**src/rtl/issue_credit_alloc.sv**
```systemverilog
// issue_credit_alloc: in-order issue-queue slot allocator with free-slot credits and delayed upstream backpressure
module issue_credit_alloc #(
  parameter int DEPTH  = 16,
  parameter int WIDTH  = 2,
  parameter int THRESH = 4,
  parameter int DELAY  = 4,
  localparam int CW    = $clog2(DEPTH + 1)
) (
  input  logic             clk,
  input  logic             resetn,
  input  logic             snoop_hit,
  input  logic [WIDTH-1:0] i_valid,
  input  logic [CW-1:0]    i_release,
  output logic             o_readyn,
  output logic [WIDTH-1:0] next_wen,
  output logic [CW-1:0]    o_free,
  output logic             o_overflow
);
  logic [CW-1:0]    free_q, free_d;
  logic [DELAY-1:0] dly_q, dly_d;
  logic             ovf_q, ovf_d;
  logic             raw, gate, run, over;
  logic [CW-1:0]    g;
  logic [CW:0]      sum;
  // Everything below is driven from registered state and i_valid only, so
  // release and snoop never reach the grant or readyn outputs in the same cycle.
  always_comb begin
    raw      = free_q <= CW'(THRESH);
    gate     = dly_q[DELAY-1];
    o_readyn = raw | (|dly_q);
    next_wen = '0;
    g        = '0;
    run      = ~gate;
    for (int k = 0; k < WIDTH; k++) begin
      run         = run & i_valid[k];
      next_wen[k] = run & (CW'(k) < free_q);
      g           = g + CW'(next_wen[k]);
    end
    sum    = {1'b0, free_q} - (CW+1)'(g) + {1'b0, i_release};
    over   = sum > (CW+1)'(DEPTH);
    free_d = over ? CW'(DEPTH) : sum[CW-1:0];
    ovf_d  = ovf_q | over;
    dly_d  = snoop_hit ? {DELAY{1'b1}} : ((dly_q << 1) | DELAY'(raw));
  end
  always_ff @(posedge clk) begin
    if (!resetn) begin
      free_q <= CW'(DEPTH);
      dly_q  <= '0;
      ovf_q  <= 1'b0;
    end else begin
      free_q <= free_d;
      dly_q  <= dly_d;
      ovf_q  <= ovf_d;
    end
  end
  assign o_free     = free_q;
  assign o_overflow = ovf_q;
endmodule

```
**config.mk**
```make
export PLATFORM = sky130hd
export DESIGN_NAME = issue_credit_alloc
export DESIGN_NICKNAME = d
export VERILOG_FILES = /design/src/rtl/issue_credit_alloc.sv
export SDC_FILE = /design/constraint.sdc
export NUM_CORES = 1
export LEC_CHECK = 0
export CAP_MARGIN = 0
export CORE_UTILIZATION = 40
export DETAILED_ROUTE_END_ITERATION = 12
export GPL_ROUTABILITY_DRIVEN = 0
export PLACE_DENSITY = 0.79
export RECOVER_POWER = 100
export REMOVE_ABC_BUFFERS = 1
export SYNTH_ARGS = -nofsm -noshare
export SYNTH_HDL_FRONTEND = slang
export SYNTH_SLANG_ARGS = --single-unit
export TNS_END_PERCENT = 30
```
**constraint.sdc**
```tcl
create_clock -name clk -period 5.4 [get_ports clk]
set_clock_uncertainty 0.1 [all_clocks]
set_input_delay 1.08 -clock clk [delete_from_list [all_inputs] [get_ports clk]]
set_output_delay 1.08 -clock clk [all_outputs]
set_load 0.05 [all_outputs]
```
### Metal layers overlaid

Drawn at 12 px/µm.
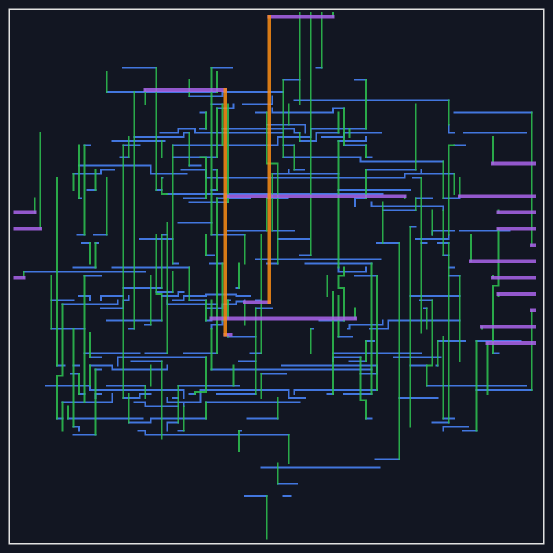
green -> met2  # wire length 629 µm
orange -> met4  # wire length 44.2 µm
blue -> met1  # wire length 622 µm
purple -> met3  # wire length 81.7 µm
total routing usage reported by global routing: 0.177
WL per Instance: 11.0 µm
routed wire length: 1380 µm
DR vias: 603

### Logic cells by family

Drawn at 6 px/µm.
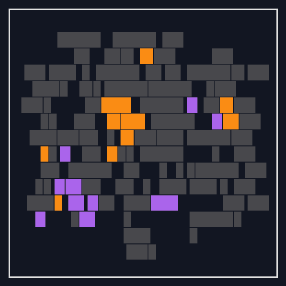
purple -> inverting AOI/OAI gates  # cells 10
orange -> NOR gates  # cells 10

==> changes_impl.md <==
### Metrics

- Status: finished clean
- Critical Path Stages: 13
- RSZ-0062 raised after global routing: false
- Initial antenna violation count: 0
- Latency at later pin: 270 ps
- Synthesis-to-layout area growth: 30.8%
- Vias per std cell: 4.82
- Fp util: 0.451
- Final period utilization: 0.886
- Final setup viols: 0
- Setup TNS: 0 ps
- Worst-Margin Slew: 514 ps
- Num ports: 19
- Worst-path maximum fanout: 5
- Clock Path Buffers: 2
- Req. time, crit path: 5510 ps
- Row cnt: 14
- Worst hold slack: 360 ps
- Final instance area: 941 µm²
- Fin. max-slew vios: 0
- Hold Path Depth: 1
- Max reg flops: 5
- Total power: 0.526 mW
- Dpl cell area: 918 µm²
- R2R Path End: o_free[1]$_SDFF_PP0_
- Hold wc startpoint: dly_q[1]$_SDFF_PN0_
- Finished Layout Cells: 125
- Clk pin slew, worst setup/hold paths: 60 ps
- Seq/Total Area, Yosys: 0.278
- CTS tree: yes
- DIE AREA: 1970 µm²
- Mapped cell area: 719 µm²
- Largest net degree at the start of global routing: 7
- CP max-delay cell: or4b_1
- Worst EP arrival: 4890 ps
- Power per cell area: 559 nW/µm²
- First-pass GRT wire length: 2420 µm
- Most common logic cells in the final layout: 21 x inv_1, 11 x dlygate4sd3_1, 10 x dfxtp_1
- Mapped Avg Cell Area: 8.88 µm²
- Port bufs: 18
- Remaining antenna violation count after routing: 0
- Vias in the first global route: 586
- CP top delay family: adder cells
- CTS HTree Levels: 1
- Hold Vio Cnt, Final: 0
- Post-detail-place hpwl: 1180 µm
- Final core utilization: 0.590
- Diodes inserted: 0
- Mapped Cells: 81
- Fin worst setup slack: 618 ps
- Most used logic cell in the final layout: inv_1
- Post-CTS Setup Inserts: 0
- Cts hold-fix bufs: 0
- Final min period: 4780 ps
- CP Buf/Inv Count: 2
- Reg2reg setup slack: 1490 ps
- Residual DRC count: 0
- Clock sinks: 10
- DP Worst Slack: 355 ps
- Cells in synth_stat.txt: 81
- Overflow after GRT: 0
- Root buffer cell: clkbuf_4
- Synth cell types: 27
- Final net count: 125
- Warnings, synthesis: 0
- Cell total after placement: 122
- Share of layout cells above drive strength 1: 0.0792
- Drt first pass iters: 4
- End point of the critical path: o_free[1]$_SDFF_PP0_
- Worst path max stage delay: 650 ps
- Setup crit end kind: register
- Most used cell, CP: fa_1
### PDN straps and rails

Drawn at 8 px/µm. Pins as bars on the die edge.
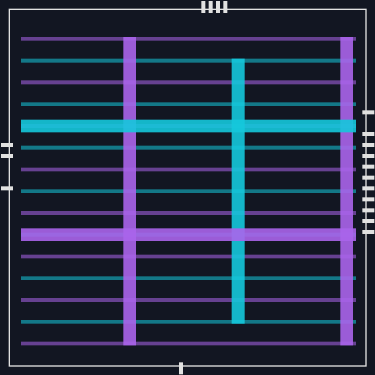
purple -> VSS
cyan -> VDD
met5 straps = 2
met1 rails = 15
signal pins = 19
core area: 1590 µm²
peak supply drop: 0.330 mV
die extent in y: 44.4 µm
Die X: 44.4 µm

[worst register-to-register path: cells and delay by family (launching register included)]
| kind | cells | cell delay (ps) |
|---|---|---|
| XOR/XNOR | 1 | 100 |
| AND/OR/NAND/NOR | 3 | 1130 |
| buffers and inverters | 1 | 40 |
| flip-flops | 1 | 330 |
| adder cells (fa/ha/maj) | 4 | 1610 |
| AND-OR/OR-AND | 3 | 540 |
[final cells by class]
cell class	instances	area, µm²
multi-input combinational	49	429
fill	144	653
inverter	21	78.8
timing repair buffer	18	180
clock buffer	3	22.5
tap	24	30.0
sequential	10	200
[layer usage]
layer / global-route usage / share of wire / vias up
li1: - / - / 303
met1: 0.221 / 0.45 / 273
met2: 0.271 / 0.46 / 22
met3: 0.0490 / 0.059 / 5
met4: 0.109 / 0.032 / 0
met5: 0 / 0 / -
[cell families after synthesis]
group | count (synthesis) | synth area share
adders and majority gates | 12 | 0.240
and+or+nand+nor | 17 | 0.153
xor gates and xnor gates | 3 | 0.0365
buffers and inverters | 22 | 0.125
DFF | 10 | 0.278
AOI/OAI and AO/OA | 17 | 0.167
[synth_stat cells, drive strengths merged]
cell type  number  area share
a211oi          1       0.017
o31a            1       0.012
ha              9        0.16
o22a            1       0.012
a21oi           3       0.021
a21o            1       0.010
nor4            2       0.017
or4b            1       0.014
buf             1       0.016
nor2b           1       0.019
nor3            1      0.0069
o31ai           1       0.010
dfxtp          10        0.28
fa              3       0.083
nor2            5       0.043
o21a            4       0.042
nand2           3       0.016
inv            21        0.11
nor3b           1       0.010
xnor2           3       0.037
o21ai           3       0.021
o21bai          1       0.010
and3            1      0.0087
o211ai          1       0.010
nand2b          2       0.017
[where the power goes]
part           internal, mW  switching, mW
clock network        0.0258         0.0257
logic                 0.147          0.220
registers            0.0935         0.0143
total                 0.266          0.260
Power and IR drop assume default switching activity.
